File: src/rtl/asmd_decimator.sv
// rtl/asmd_decimator.sv - frame-sum decimator: sums DEC accepted samples and publishes each frame sum on R0
module asmd_decimator #(
    parameter int DEC = 4
) (
    input  logic        clk,
    input  logic        rst,
    input  logic [7:0]  Data,
    input  logic        En,
    input  logic        Ld,
    output logic [15:0] R0
);

    localparam int CW = (DEC > 1) ? $clog2(DEC) : 1;
    localparam logic [CW-1:0] CNT_LAST = CW'(DEC - 1);

    typedef enum logic {
        S_IDLE,
        S_ACC
    } state_t;

    state_t         state_q, state_d;
    logic [15:0]    acc_q, acc_d;
    logic [CW-1:0]  cnt_q, cnt_d;
    logic [15:0]    r0_q, r0_d;
    logic [15:0]    sum;

    assign sum = acc_q + {8'h00, Data};
    assign R0  = r0_q;

    always_ff @(posedge clk) begin
        if (rst) begin
            state_q <= S_IDLE;
            acc_q   <= 16'h0000;
            cnt_q   <= '0;
            r0_q    <= 16'h0000;
        end else begin
            state_q <= state_d;
            acc_q   <= acc_d;
            cnt_q   <= cnt_d;
            r0_q    <= r0_d;
        end
    end

    always_comb begin
        state_d = state_q;
        acc_d   = acc_q;
        cnt_d   = cnt_q;
        r0_d    = r0_q;
        if (Ld) begin
            // Restart discards the partial frame; the last published sum stays visible.
            state_d = S_IDLE;
            acc_d   = 16'h0000;
            cnt_d   = '0;
        end else if (En) begin
            case (state_q)
                S_IDLE: begin
                    acc_d   = {8'h00, Data};
                    cnt_d   = CW'(1);
                    state_d = S_ACC;
                end
                S_ACC: begin
                    if (cnt_q == CNT_LAST) begin
                        r0_d    = sum;
                        acc_d   = 16'h0000;
                        cnt_d   = '0;
                        state_d = S_IDLE;
                    end else begin
                        acc_d = sum;
                        cnt_d = cnt_q + CW'(1);
                    end
                end
                default: begin
                    state_d = S_IDLE;
                end
            endcase
        end
    end

endmodule

File: config.mk
export PLATFORM = sky130hd
export DESIGN_NAME = asmd_decimator
export DESIGN_NICKNAME = d
export VERILOG_FILES = /design/src/rtl/asmd_decimator.sv
export SDC_FILE = /design/constraint.sdc
export NUM_CORES = 1
export LEC_CHECK = 0
export CORE_ASPECT_RATIO = 1.1
export CORE_MARGIN = 2
export CORE_UTILIZATION = 31
export DETAILED_ROUTE_END_ITERATION = 8
export PLACE_DENSITY_LB_ADDON = 0.1
export SLEW_MARGIN = 20
export SYNTH_ARGS = -nofsm -noshare
export SYNTH_HDL_FRONTEND = slang
export SYNTH_SLANG_ARGS = --single-unit
File: constraint.sdc
create_clock -name clk -period 2.6 [get_ports clk]
set_input_delay 0.52 -clock clk [delete_from_list [all_inputs] [get_ports clk]]
set_output_delay 0.52 -clock clk [all_outputs]
set_load 0.1 [all_outputs]
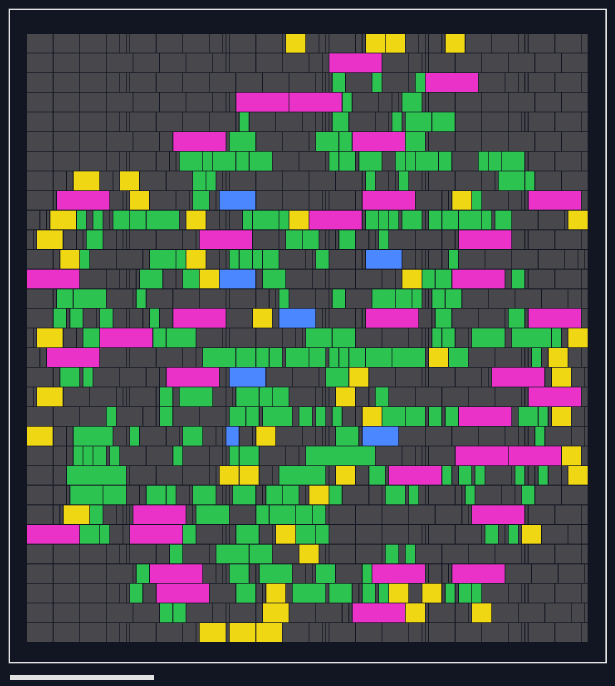
(images/placement_by_type.png)
Scale bar: 20 um. Fill, decap, tap and diode cells in gray.
- clock drivers and dummy loads: blue (cells 7; share of their area 3.5%)
- other buffers and delay cells: yellow (cells 49; share of their area 16%)
- combinational and other logic: green (cells 205; share of their area 53%)
- flops: magenta (cells 35; share of their area 28%)

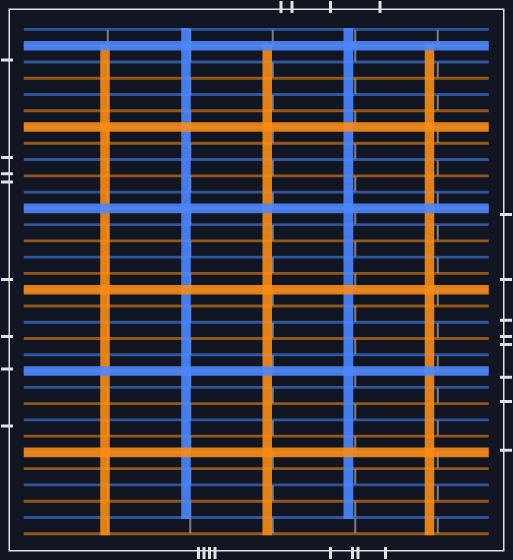
(images/power_grid.png)
Pins as bars on the die edge. Tap cells in gray.
- VDD: blue
- VSS: orange
- met5 straps: 6
- met4 straps: 5
- signal pins: 28

==> flow_summary_export.csv <==
group,metric,value,unit
detailed_routing,firstDrtPassIters,4,
die,fp_util,32.0,%
cells_and_area,lay_top_cells,"buf_4, dfxtp_1, nand2_1",
yosys,async_reset_ff_share,0,%
timing,slew_viol_final,0,
setup_path,slowest_stage,"clkdlybuf4s50_1",
yosys,synth_cell_type_count,57,
setup_path,critPathKind,"in2reg",
detailed_routing,drt_iter0_markers,59,
grt,grt_start_max_net_pins,25,
setup_path,end_kind,"register",
grt,grt_pass1_vias,1925,
die,rows,31,
detailed_routing,drc,0,
cells_and_area,fillers,679,
clocking,numCtsBuffers,5,
clocking,cts.sink_count,35,
cells_and_area,final_core_utilization,39.8,%
timing,finalCritPeriodShare,96.5,%
setup_path,r2r_slack,470,ps
status,status,"finished, final reports clean",
timing,min_period,2510,ps
yosys,yosys_register_bits,35,
cells_and_area,flop_area,701,um2
cells_and_area,drive_gt1_share,20.6,%
detailed_routing,vias,1976,
clocking,clk_path_buf_depth,2,
worst_hold_path,hold_path_class,"reg2reg",
yosys,ys_top_cells_by_area,"dfxtp_1, nand2_1, ha_1",
setup_path,arrival,2680,ps
die,core,6560,um2
power,peakVddDrop,0.183,mV
power,power_density,435,nW/um2
timing,worstMarginPinSlew,513,ps
die,die_area,7440,um2
timing,setup_ws,91.9,ps
timing,finClkSkew,5.72,ps
yosys,synth.avg_cell_area,8.13,um2
yosys,top_cell_area_share,33.4,%
place,globalplace.congestion,0.857,
setup_path,worstPathRequired,2780,ps
grt,grt.total_usage,15.8,%
setup_path,cp_max_fo,5,
yosys,yosys-stat-area,2100,um2
cells_and_area,area_growth,24.3,%
place,place_area,2500,um2
cells_and_area,final_common_cell,"buf_4",
registers in the layout, indices dropped and copies added (netlist names):
signal   cells
state_q      1
cnt_q        2
acc_q       16
R0          16
area by class of cell:
cell class / count / area share (%)
sequential: 35 / 26.9
clock inverter: 1 / 0.192
clock buffer: 6 / 3.17
timing repair buffer: 49 / 15.2
tap: 82 / 3.93
inverter: 6 / 0.864
multi-input combinational: 199 / 49.8
kinds of logic after synthesis:
kind of cell	count (synthesis)	share of synthesized area (%)
buf+inv	24	5.43
fa+ha+maj	10	6.32
xor+xnor	4	1.67
simple gates	98	23.1
compound gates	85	29.2
flops	35	33.4
mux	2	0.954
routing by layer:
metal	wire length (um)	vias to the layer above	GRT usage, %
met5	0	-	0
met4	70	0	5.28
met3	149	7	2.40
met2	2430	33	24.7
met1	2780	900	21.8
li1	-	1036	-
where the power goes:
group	leakage [nW]	internal (mW)	switching (mW)
clock	0.0470	0.208	0.195
sequential	0.283	0.545	0.0111
combinational	0.689	0.0803	0.0942
total	1.02	0.833	0.301
worst paths after layout:
| path | end | start | depth (start not counted) |
|---|---|---|---|
| max | acc_q[12] | Data[0] | 8 |
| min reg2reg | R0[1] | R0[1] | 2 |
| max reg2reg | acc_q[12] | acc_q[0] | 7 |
| min | R0[1] | R0[1] | 2 |
per-stage QoR:
step / total power, mW / instances
6_report: 1.13 / 378
3_3_place_gp: 0.740 / 370
4_1_cts: 1.15 / 377
3_5_place_dp: 0.738 / 370
5_1_grt: 1.20 / 378
2_1_floorplan: 0.672 / 258
Yosys cell counts (6+ instances only):
library cell and instances:
a211oi_1 6, nand2_1 33, dfxtp_1 35, clkbuf_1 9, o21ai_0 11, a31oi_1 7
o2111ai_1 6, buf_2 7, ha_1 9, nor2_1 24, nand3_1 9, inv_1 6
a21oi_1 20
worst register-to-register path, cell delays in order (launching register included):
cell,delay (ps)
dfxtp_1,320
ha_2,180
fa_2,350
a21o_1,210
a221oi_4,360
o22a_2,280
nor4_1,60
a211o_1,270
repair_timing:
item                       CTS  global route
hold buffers                 0             0
buffers inserted             0             1
pin swaps                    1             3
resized                      0             4
setup endpoints to repair    1             9
Power is estimated from default activity; no workload was simulated.
